### src/rtl/pc_unit_pkg.sv
// pc_unit_pkg: shared select type, PC step and address alignment for the fetch-stage PC unit.
package pc_unit_pkg;
   typedef enum logic [1:0] {NEXT, BRANCH, JUMP, RETURN} t_pc_sel;
   localparam int PC_STEP = 4;
   localparam int MAX_W = 64;
   function automatic logic [MAX_W-1:0] align(input logic [MAX_W-1:0] a);
      return {a[MAX_W-1:2], 2'b00};
   endfunction
endpackage

### src/rtl/pc_ret_stack.sv
// pc_ret_stack: return-address LIFO; push with pop replaces the top entry in place.
module pc_ret_stack #(
   parameter int WIDTH = 32,
   parameter int STACK_DEPTH = 4,
   localparam int DW = $clog2(STACK_DEPTH + 1),
   localparam int IW = STACK_DEPTH > 1 ? $clog2(STACK_DEPTH) : 1
) (
   input  logic             clk,
   input  logic             reset,
   input  logic             push,
   input  logic             pop,
   input  logic [WIDTH-1:0] data,
   output logic [WIDTH-1:0] top,
   output logic [DW-1:0]    depth,
   output logic             full,
   output logic             empty
);
   logic [WIDTH-1:0] mem [2**IW];
   logic do_push, do_pop;
   logic [IW-1:0] top_idx, wr_idx;
   assign empty = depth == '0;
   assign full = depth == DW'(STACK_DEPTH);
   assign do_pop = pop & !empty;
   assign do_push = push & (!full | do_pop);
   assign top_idx = IW'(depth - 1'b1);
   assign wr_idx = do_pop ? top_idx : IW'(depth);
   assign top = mem[top_idx];
   // Contents are don't-care after reset, so the array carries no reset.
   always_ff @(posedge clk)
      if (do_push) mem[wr_idx] <= data;
   always_ff @(posedge clk or posedge reset)
      if (reset) depth <= '0;
      else if (do_push != do_pop) depth <= do_push ? depth + 1'b1 : depth - 1'b1;
endmodule

### src/rtl/pc_unit.sv
// pc_unit: registered program counter with four-way next-PC select and nested interrupt entry.
module pc_unit
   import pc_unit_pkg::*;
#(
   parameter int WIDTH = 32,
   parameter logic [WIDTH-1:0] RESET_ADDR = '0,
   parameter int STACK_DEPTH = 4,
   localparam int DW = $clog2(STACK_DEPTH + 1)
) (
   input  logic             clk,
   input  logic             reset,
   input  logic             stall,
   input  t_pc_sel          sel,
   input  logic [WIDTH-1:0] branch_target,
   input  logic [WIDTH-1:0] jump_target,
   input  logic             int_req,
   input  logic [WIDTH-1:0] int_vec,
   output logic [WIDTH-1:0] pc,
   output logic [WIDTH-1:0] pc_plus4,
   output logic             int_ack,
   output logic [DW-1:0]    depth,
   output logic             full,
   output logic             err_underflow
);
   logic [WIDTH-1:0] br, jp, iv, top, top_a, seq_next;
   logic empty, ret, accept, push, pop;
   assign br = WIDTH'(align(MAX_W'(branch_target)));
   assign jp = WIDTH'(align(MAX_W'(jump_target)));
   assign iv = WIDTH'(align(MAX_W'(int_vec)));
   assign top_a = WIDTH'(align(MAX_W'(top)));
   assign pc_plus4 = pc + WIDTH'(PC_STEP);
   // A RETURN with an accepted interrupt pops and pushes together, so the popped address goes straight back.
   always_comb begin
      ret = (sel == RETURN) & !stall;
      accept = int_req & !stall & !full;
      pop = ret & !empty;
      push = accept;
      seq_next = sel == BRANCH ? br :
                 sel == JUMP ? jp :
                 (sel == RETURN && !empty) ? top_a : pc_plus4;
   end
   pc_ret_stack #(.WIDTH(WIDTH), .STACK_DEPTH(STACK_DEPTH)) u_stack (
      .clk(clk),
      .reset(reset),
      .push(push),
      .pop(pop),
      .data(seq_next),
      .top(top),
      .depth(depth),
      .full(full),
      .empty(empty)
   );
   always_ff @(posedge clk or posedge reset)
      if (reset) begin
         pc <= RESET_ADDR;
         int_ack <= 1'b0;
         err_underflow <= 1'b0;
      end else begin
         int_ack <= accept;
         if (!stall) pc <= accept ? iv : seq_next;
         if (ret && empty) err_underflow <= 1'b1;
      end
endmodule

### config.mk
export PLATFORM = sky130hd
export DESIGN_NAME = pc_unit
export DESIGN_NICKNAME = d
export VERILOG_FILES = /design/src/rtl/pc_unit_pkg.sv /design/src/rtl/pc_ret_stack.sv /design/src/rtl/pc_unit.sv
export SDC_FILE = /design/constraint.sdc
export NUM_CORES = 1
export LEC_CHECK = 0
export CORE_ASPECT_RATIO = 0.6
export CORE_MARGIN = 3
export CORE_UTILIZATION = 32
export DETAILED_ROUTE_END_ITERATION = 7
export HOLD_SLACK_MARGIN = 0.02
export PLACE_DENSITY = 0.53
export SETUP_SLACK_MARGIN = 0.05
export SYNTH_ARGS = -nofsm -noshare
export SYNTH_HDL_FRONTEND = slang
export SYNTH_SLANG_ARGS = --single-unit
### constraint.sdc
create_clock -name clk -period 5.1 [get_ports clk]
set_clock_uncertainty 0.05 [all_clocks]
set_input_delay 1.275 -clock clk [delete_from_list [all_inputs] [get_ports clk]]
set_output_delay 1.275 -clock clk [all_outputs]
set_load 0.005 [all_outputs]
**Metal 4**

Supply wires on this layer in grey.
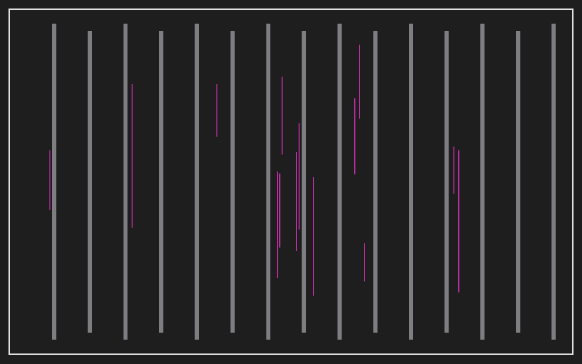
wire length on this layer: 458 um
main direction: vertical
nets with wire on the layer: 10
share of all routed wire: 1.5%
longest straight run: 54.4 um
Via Count: 6,985
drt total wl: 30,700 um

**Clock wires, drivers and flops**

Bar = 50 um.
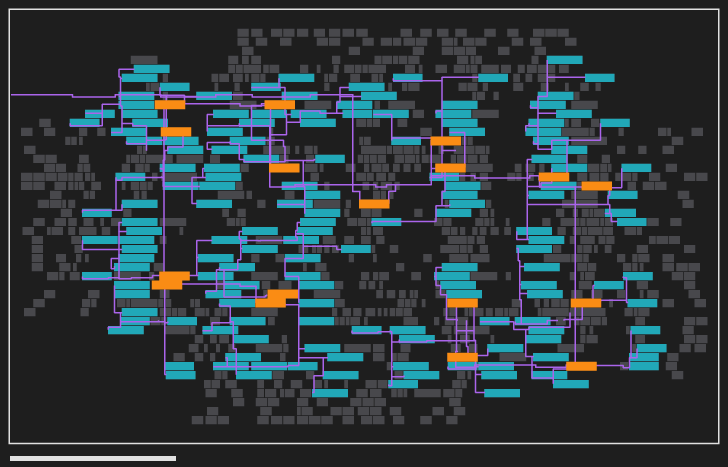
[clock-net drivers] orange | count: 17
[flip-flops] cyan | count: 157
[clock wires] purple | length: 2,060 um
flops lie: all over the die
routed clock nets: 18

**The clock network**

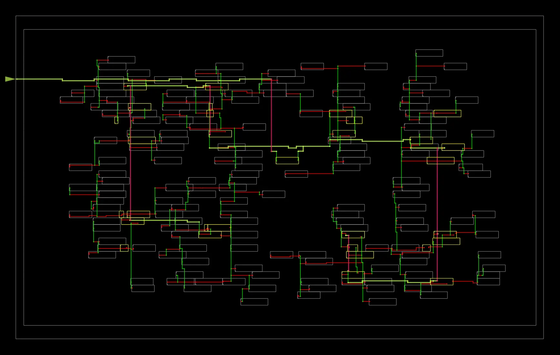
Clk power: 1.41 mW
clk sink count: 157
clkbuf count: 19

**Sequential cells coloured by netlist name**

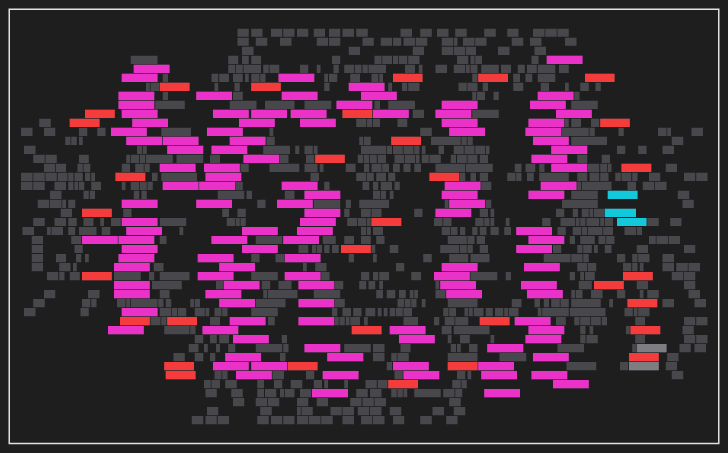
| netlist name | colour | sequential cells |
|---|---|---|
| pc | red | 32 |
| u_stack.mem | magenta | 120 |
| u_stack.depth | cyan | 3 |

**Drive-strength map**

Bar = 50 um.
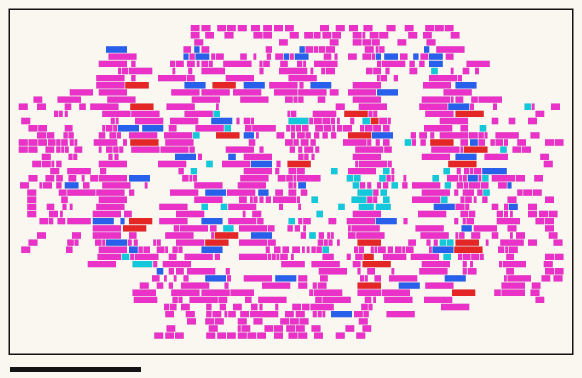
| size | colour | cells |
|---|---|---|
| x2 | blue | 55 |
| x3 and x4 | cyan | 45 |
| x6 and larger | red | 24 |
| x1 and smaller | magenta | 736 |

==> results_slide.txt <==
Flow Results at a Glance

Synth
  – Synth unique cells: between 70 and 80
  – Synth top cells by count: edfxtp_1, a21oi_1, dfrtp_1
  – Async set-or-reset flop fraction in the synthesized netlist: 0.236
  – Post-Syn Area: 0.00828 mm2
  – Area leader share: 0.435
  – Number of enable flip-flop cells: between 100 and 150
  – Post-synth regs: ~160

Layout
  – Share of cells above drive strength 1: 0.144
  – Combinational share of cell area: 0.314
  – Cell kind with the greatest summed area: flip-flops and latches
  – Combinational Area: roughly 0.0035 mm2
  – Core Util, Final: 0.446
  – Area grow syn2layout: 33.8%
  – Register area: around 0.0045 mm2
  – Flop count: 157

Setup path
  – Crit path depth: 6
  – Crit path to: pc_plus4[30]
  – R2r endpoint: u_stack.mem[0][29]
  – Largest stage delay, worst path: 660 ps
  – Slowest CP cell: or4_4
  – Worst Path Max Fanout: 10

Final timing
  – Fin worst setup slack: ~390 ps
  – Hold slack: 433 ps
  – Tcrit/Tclk final: 0.923
  – Max-Slew Margin vs Limit: 0.229
  – Worst Tran Pin Value: between 1000 and 1500 ps

Pwr
  – PD cells: between 400 and 500 mW/mm2
  – Worst IR Drop VDD: 0.259 mV

Global routing
  – Total grt overflow: 0
  – Overall routing resource usage: 0.220
  – Initial antenna violation count: 0

Run status
  – Outcome: completed

Routing
  – Wire per inst: 25.4 um
  – Antenna-violating nets left: 0
  – DRC viols: 0
  – DR pass1 iterations: 7

CTS
  – Post_cts resized: 0
  – Cts hold-fix bufs: 0
  – CTS HTree Levels: 4
  – Clock root buffer: clkbuf_16

Placement
  – Gp weighted congestion: 0.822
  – Post-DP HPWL: 21,300 um

Floorplan
  – FP Rows: 44
  – Die height: 131 um

Job
  – Max Cap Viol: 0
[worst min-delay path by stage]
stage | start | endpoint | slack, ps | depth (start not counted)
6_report | err_underflow | err_underflow | 430 | 1
4_1_cts | err_underflow | err_underflow | 430 | 1
5_1_grt | err_underflow | err_underflow | 460 | 1
3_3_place_gp | err_underflow | err_underflow | 420 | 1
2_1_floorplan | err_underflow | err_underflow | 420 | 1
3_5_place_dp | err_underflow | err_underflow | 420 | 1
[state kept, by name, summed over array words and instances, names as in the netlist]
name	count
err_underflow	1
pc	32
u_stack.mem	120
u_stack.depth	3
int_ack	1
[layer usage]
layer | track usage | vias up | share of wire
met1 | 0.336 | 3484 | 0.46
met2 | 0.316 | 422 | 0.42
li1 | - | 3049 | -
met4 | 0.0575 | 0 | 0.015
met3 | 0.0506 | 30 | 0.10
met5 | 0 | - | 0
[cell usage in the layout, fill, tap and decap left out, types with 9 or more instances in the layout]
master	n
a31oi_1	10
nor3_1	29
nor3b_1	12
nor2_1	35
xnor2_1	11
buf_4	34
o31ai_1	15
dfrtp_1	36
xor2_1	11
edfxtp_1	120
nand2_1	28
clkdlybuf4s50_1	164
inv_1	23
nand3_1	20
o21ai_0	23
o21a_1	9
mux4_2	29
a21oi_1	40
clkbuf_16	17
nor4_1	13
[logic make-up (layout without fill, tap and decap cells)]
group	count (synthesis)	after routing	synth area share
flops	157	157	0.547
buf+inv	80	256	0.0393
fa+ha+maj	4	4	0.00604
simple gates	192	192	0.128
xor+xnor	22	22	0.0233
compound gates	194	194	0.171
mux	35	35	0.0864
[power breakdown]
group	switching, mW	total [mW]	internal [mW]	leakage (nW)
clock network	0.534	1.41	0.873	0.311
registers	0.205	1.89	1.68	1.53
logic	1.12	2.12	0.997	1.99
total	1.86	5.41	3.55	3.83
Power is estimated from default activity; no workload was simulated.
